[src/rtl/muller_c_hs_driver.sv]
// -----------------------------------------------------------------------------
// muller_c_hs_driver
//   Clocked stimulus/checker that runs a Muller C-element through four-phase
//   handshakes. It drives the element inputs c_a/c_b and watches the element
//   output through a SYNC_STAGES-deep synchronizer. The element must follow
//   its inputs only when both inputs agree, and must hold otherwise. A run
//   counts completed handshakes. The first violation or timeout is latched
//   into error/fail_state.
//
// Ports
//   clock        in   1      system clock
//   reset_n      in   1      asynchronous active-low reset
//   start        in   1      1-cycle pulse; starts a run when idle or faulted
//   mode         in   2      00 A-then-B, 01 B-then-A, 10 simultaneous, 11 = 00
//   n_hs         in   8      handshakes per run (0 = finish with none)
//   c_out_async  in   1      C-element output, asynchronous to clock
//   c_a, c_b     out  1      C-element inputs (registered, glitch-free)
//   busy         out  1      run in progress
//   done         out  1      1-cycle pulse on successful completion
//   error        out  1      sticky fault flag
//   fail_state   out  3      state code in which the fault was detected
//   hs_count     out  CNT_W  handshakes completed in the current/last run
// -----------------------------------------------------------------------------
module muller_c_hs_driver #(
    parameter int SYNC_STAGES = 2,
    parameter int HOLD_CYC    = 4,
    parameter int TIMEOUT_CYC = 64,
    parameter int CNT_W       = 16
) (
    input  logic             clock,
    input  logic             reset_n,
    input  logic             start,
    input  logic [1:0]       mode,
    input  logic [7:0]       n_hs,
    input  logic             c_out_async,
    output logic             c_a,
    output logic             c_b,
    output logic             busy,
    output logic             done,
    output logic             error,
    output logic [2:0]       fail_state,
    output logic [CNT_W-1:0] hs_count
);

    typedef enum logic [2:0] {
        S_IDLE    = 3'd0,
        S_SET1    = 3'd1,
        S_SET2    = 3'd2,
        S_WAIT_HI = 3'd3,
        S_CLR1    = 3'd4,
        S_CLR2    = 3'd5,
        S_WAIT_LO = 3'd6,
        S_FAULT   = 3'd7
    } state_t;

    localparam logic [7:0] HOLD_LAST    = 8'(HOLD_CYC - 1);
    localparam logic [7:0] TIMEOUT_LAST = 8'(TIMEOUT_CYC - 1);

    state_t                 state, state_next;
    logic [7:0]             cyc_cnt;
    logic [1:0]             mode_q, mode_next;
    logic [7:0]             n_hs_q, n_hs_next;
    logic [CNT_W-1:0]       hs_next;
    logic [CNT_W:0]         hs_plus;
    logic                   done_next, error_next, busy_next;
    logic                   c_a_next, c_b_next;
    logic [2:0]             fail_next;
    logic [SYNC_STAGES-1:0] sync_q;
    logic                   c_sync, simul, hold_over, timeout_hit;

    // The FSM looks only at the last synchronizer stage.
    always_ff @(posedge clock or negedge reset_n) begin
        // NOTE: sequential state uses non-blocking assignments so every flop
        // samples the values from before the edge, whatever the statement order.
        if (!reset_n) sync_q <= '0;
        else          sync_q <= {sync_q[SYNC_STAGES-2:0], c_out_async};
    end

    assign c_sync      = sync_q[SYNC_STAGES-1];
    assign simul       = (mode_q == 2'b10);
    assign hold_over   = (cyc_cnt == HOLD_LAST);
    assign timeout_hit = (cyc_cnt == TIMEOUT_LAST);
    // One bit wider than hs_count, so the completion compare is exact even at saturation.
    assign hs_plus     = {1'b0, hs_count} + (CNT_W+1)'(1);

    // Next-state logic and run bookkeeping.
    always_comb begin
        // NOTE: every variable gets a default first, so no path through the
        // block leaves one unassigned and no latch is inferred.
        state_next = state;
        mode_next  = mode_q;
        n_hs_next  = n_hs_q;
        hs_next    = hs_count;
        done_next  = 1'b0;
        error_next = error;
        fail_next  = fail_state;

        unique case (state)
            S_IDLE, S_FAULT: begin
                if (start) begin
                    mode_next  = mode;
                    n_hs_next  = n_hs;
                    hs_next    = '0;
                    error_next = 1'b0;
                    fail_next  = 3'd0;
                    if (n_hs == 8'd0) begin
                        done_next  = 1'b1;
                        state_next = S_IDLE;
                    end else begin
                        state_next = S_SET1;
                    end
                end
            end
            S_SET1: begin
                // Only one input is up (or both, in simultaneous mode), so the output must still be low.
                if (c_sync)         state_next = S_FAULT;
                else if (simul)     state_next = S_WAIT_HI;
                else if (hold_over) state_next = S_SET2;
            end
            S_SET2:                 state_next = S_WAIT_HI;
            S_WAIT_HI: begin
                // An arrival wins over a timeout in the same cycle.
                if (c_sync)           state_next = S_CLR1;
                else if (timeout_hit) state_next = S_FAULT;
            end
            S_CLR1: begin
                // The inputs now disagree, so the output must hold high.
                if (!c_sync)        state_next = S_FAULT;
                else if (simul)     state_next = S_WAIT_LO;
                else if (hold_over) state_next = S_CLR2;
            end
            S_CLR2:                 state_next = S_WAIT_LO;
            S_WAIT_LO: begin
                if (!c_sync) begin
                    hs_next = (&hs_count) ? hs_count : hs_plus[CNT_W-1:0];
                    if (hs_plus == (CNT_W+1)'(n_hs_q)) begin
                        done_next  = 1'b1;
                        state_next = S_IDLE;
                    end else begin
                        state_next = S_SET1;
                    end
                end else if (timeout_hit) begin
                    state_next = S_FAULT;
                end
            end
        endcase

        // Record where the fault was detected, on the transition into FAULT only.
        if (state_next == S_FAULT && state != S_FAULT) begin
            error_next = 1'b1;
            fail_next  = state;
        end
    end

    // The input levels are a pure function of the state being entered.
    // Registering them means they change only on state entry.
    always_comb begin
        c_a_next = 1'b0;
        c_b_next = 1'b0;
        case (state_next)
            S_SET1: begin
                c_a_next = (mode_next != 2'b01);
                c_b_next = (mode_next == 2'b01) || (mode_next == 2'b10);
            end
            S_SET2, S_WAIT_HI: begin
                c_a_next = 1'b1;
                c_b_next = 1'b1;
            end
            S_CLR1: begin
                // The first input has dropped. The other input stays high (both drop in mode 10).
                c_a_next = (mode_next == 2'b01);
                c_b_next = (mode_next[1] == mode_next[0]);
            end
            default: ;
        endcase
        busy_next = (state_next != S_IDLE) && (state_next != S_FAULT);
    end

    always_ff @(posedge clock or negedge reset_n) begin
        if (!reset_n) begin
            state      <= S_IDLE;
            cyc_cnt    <= 8'd0;
            mode_q     <= 2'b00;
            n_hs_q     <= 8'd0;
            hs_count   <= '0;
            c_a        <= 1'b0;
            c_b        <= 1'b0;
            busy       <= 1'b0;
            done       <= 1'b0;
            error      <= 1'b0;
            fail_state <= 3'd0;
        end else begin
            state      <= state_next;
            // Restarts on every state entry. It saturates so that it cannot wrap in IDLE or FAULT.
            if (state_next != state)  cyc_cnt <= 8'd0;
            else if (cyc_cnt != 8'hFF) cyc_cnt <= cyc_cnt + 8'd1;
            mode_q     <= mode_next;
            n_hs_q     <= n_hs_next;
            hs_count   <= hs_next;
            c_a        <= c_a_next;
            c_b        <= c_b_next;
            busy       <= busy_next;
            done       <= done_next;
            error      <= error_next;
            fail_state <= fail_next;
        end
    end

endmodule

[config.mk]
export PLATFORM = sky130hd
export DESIGN_NAME = muller_c_hs_driver
export DESIGN_NICKNAME = d
export VERILOG_FILES = /design/src/rtl/muller_c_hs_driver.sv
export SDC_FILE = /design/constraint.sdc
export NUM_CORES = 1
export LEC_CHECK = 0
export ABC_AREA = 1
export CORE_MARGIN = 10
export CORE_UTILIZATION = 41
export CTS_CLUSTER_SIZE = 14
export DETAILED_ROUTE_END_ITERATION = 16
export GPL_ROUTABILITY_DRIVEN = 0
export PLACE_DENSITY_LB_ADDON = 0.1
export SYNTH_ARGS = -nofsm -noshare
export SYNTH_HDL_FRONTEND = slang
export SYNTH_SLANG_ARGS = --single-unit
[constraint.sdc]
create_clock -name clock -period 2.62 [get_ports clock]
set_input_delay 0.262 -clock clock [delete_from_list [all_inputs] [get_ports clock]]
set_output_delay 0.262 -clock clock [all_outputs]
set_load 0.02 [all_outputs]
### Track usage over the die

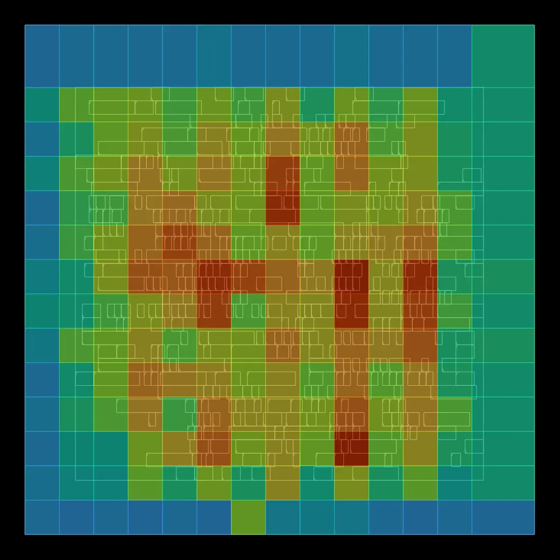
met3 Resource Use GR: 3.10%
Final Core Density: 51.9%
GR met1 Demand/Resource: 18.4%
All-Layer GR Usage: 14.6%

### Register map, names as in the netlist

The bar under the picture is 20 µm long. Other sequential cells in the stronger gray, the rest of the logic in the fainter gray.
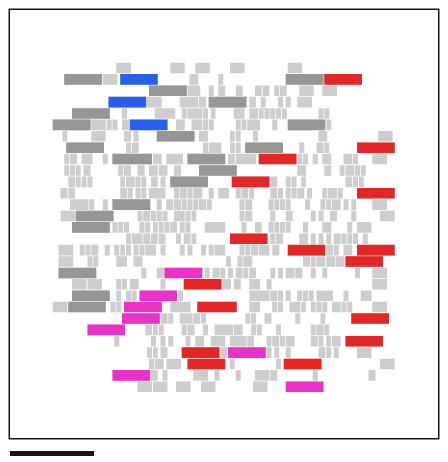
blue -> fail_state  # flops 3
red -> hs_count  # flops 16
magenta -> n_hs_q  # flops 8
not colored = 20

==> impl_metrics.tcl <==
# collected from the flow reports
set metrics [dict create \
    warnings 26 \
    worstSkewPairLatency_ps 300 \
    syn_nets 414 \
    hold_depth 0 \
    status "finished clean" \
    crit_path_end_kind "flop" \
    reg2reg_from "hs_count[0]" \
    reg2reg_to "cyc_cnt[7]" \
    numPortBuffers 37 \
    total_power_mw 2.78 \
    cts.sinks 47 \
    worstPathMaxFanout 8 \
    critPathKind "flop to flop" \
    ys_area_mm2 0.00277 \
    r2r_cells 18 \
    synthSimpleGateAreaFrac_pct 36.7 \
    chipWidth_um 102 \
    coreArea_mm2 0.00646 \
    mux_share_pct 0.361 \
    async_flop_share_pct 100 \
    p_leak_nw 1.56 \
    finalNonFillerCells 521 \
    worstMarginPinSlew_ps 587 \
    maxSlewViolCount 0 \
    diodes 0 \
    routed_via_density 4.92 \
    post-route-min-period_ps 2270 \
    p_comb_share_pct 47.2 \
    grt_pass1_wl_mm 12.4 \
    die_area_mm2 0.0105 \
    yosysTopAreaCell "dfrtp_1" \
    synth_flops 47 \
    worst_path_max_delay_cell "dfrtp_2" \
    ios 38 \
    powerDensity_mw_per_mm2 828 \
    reg2reg_setup_slack_ps 350 \
    first_pass_iters 4 \
    syn_avg_cell_area_um2 6.99 \
    skew_ps 8.19 \
    setup_viol 0 \
    die_height_um 102 \
    post-dp-hpwl_mm 5.51 \
    syn_inst 397 \
    fin_crit_sh_pct 86.8 \
    worstHoldPathType "flop to flop" \
    fill_cells 663 \
    ant_nets 0 \
    synth-edff-count 0 \
    common_cells "113 x nand2_1, 57 x inv_1, 52 x nor2_1, 47 x dfrtp_1, 37 x nand3_1" \
    drive_gt1_share_pct 6.98 \
    rsz0062_at_grt "false" \
    worstPathCellList "ha_1, nand2_1, inv_1, nor2_1, inv_1, nand2_1, nand3_1, nor2_1, nand3_1, nor2_1, nand2_1, nand2_1, nand2_2, nand2_4, nand2_2, nand2_2, nand2_4, nor2_1" \
    path_buffers 2 \
    setup_ws_ps 347 \
    slowest_delay_ps 460 \
    hold_violations 0 \
    grt_max_degree 26 \
    grt_pass1_vias 2591 \
    p_clk_share_pct 15.9 \
    ys_types 30 \
    dp_cells 512 \
    fin_tns_setup_ps 0 \
    cts_tree "done" \
    h-tree-depth 2 \
    rows 29 \
    ys_seq_share_pct 42.4 \
    ff_type "dfrtp_1" \
    cts_root_buf "clkbuf_8" \
    cp_top_family "simple AND/OR/NAND/NOR gates" \
    yosys.area_share.xor_xnor_pct 1.26 \
    fin_area_mm2 0.00335 \
]
### Signal metal coverage by tile

The bar under the picture is 20 µm long. 20 x 20 tiles, from dark blue (low) to red (high), scaled to the fullest tile. Values are wire area over tile area, all layers added.
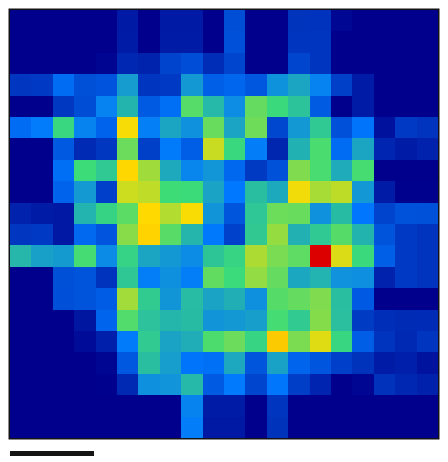
mean over tiles = 0.11
nearly empty tiles = 29%
densest ninth of the die = center
tiles over half the peak = 13%
emptiest ninth of the die = lower left
fullest tile = 0.49

### Routed metal, one color a layer

The bar under the picture is 20 µm long.
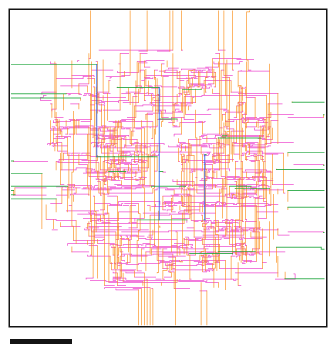
green -> metal 3  # wire length 341 µm
orange -> metal 2  # wire length 3290 µm
blue -> metal 4  # wire length 93.8 µm
magenta -> metal 1  # wire length 3280 µm
vias after detailed routing: 2565
drt wl/cell: 13.4 µm
final WL: 7.00 mm

-- power by group through the flow --
stage / logic (mW) / clock network (mW) / registers (mW)
after detailed placement: 1.31 / 0 / 1.04
after global placement: 1.31 / 0 / 1.04
after global routing: 1.51 / 0.483 / 1.05
after CTS: 1.32 / 0.454 / 1.02
after floorplan: 0.897 / 0 / 1.04
final: 1.31 / 0.441 / 1.03
-- layer usage --
layer | wire, µm | GRT usage [%] | up-vias
met5 | 0 | 0 | -
met4 | 93 | 4.56 | 0
met3 | 341 | 3.10 | 8
met2 | 3290 | 24.5 | 45
met1 | 3280 | 18.4 | 1148
li1 | - | - | 1364
-- final cells by class --
| cell class | count | area, µm² | area share, % |
|---|---|---|---|
| clock inverters | 2 | 12.5 | 0.373 |
| inverters | 58 | 218 | 6.49 |
| flip-flops and latches | 47 | 1180 | 35.1 |
| well taps | 77 | 96.3 | 2.87 |
| multi-input cells | 287 | 1360 | 40.4 |
| repair buffers | 44 | 420 | 12.5 |
| clock buffers | 6 | 72.6 | 2.16 |
-- registers in the layout, indices dropped and copies added, names as in the netlist --
name / cells
c_b: 1
fail_state: 3
mode_q: 2
done: 1
error: 1
c_a: 1
busy: 1
state: 3
n_hs_q: 8
cyc_cnt: 8
hs_count: 16
sync_q: 2
-- placed cells by master (no fill, tap or decap), types with 7 or more instances in the layout --
master,count
clkdlybuf4s50_1,36
nand2_1,113
dfrtp_1,45
o22ai_1,11
nand4_1,8
nor2_1,52
a21oi_1,7
nand3_1,37
inv_1,57
o21ai_0,22
-- repair_timing --
item | CTS | global route
setup endpoints to repair | 0 | 10
gates resized | 0 | 2
hold buffers | 1 | 0
endpoints found under the hold margin | 22 | 0
setup buffers | 0 | 0
No activity file was given, so power comes from the tool's default toggle rates.
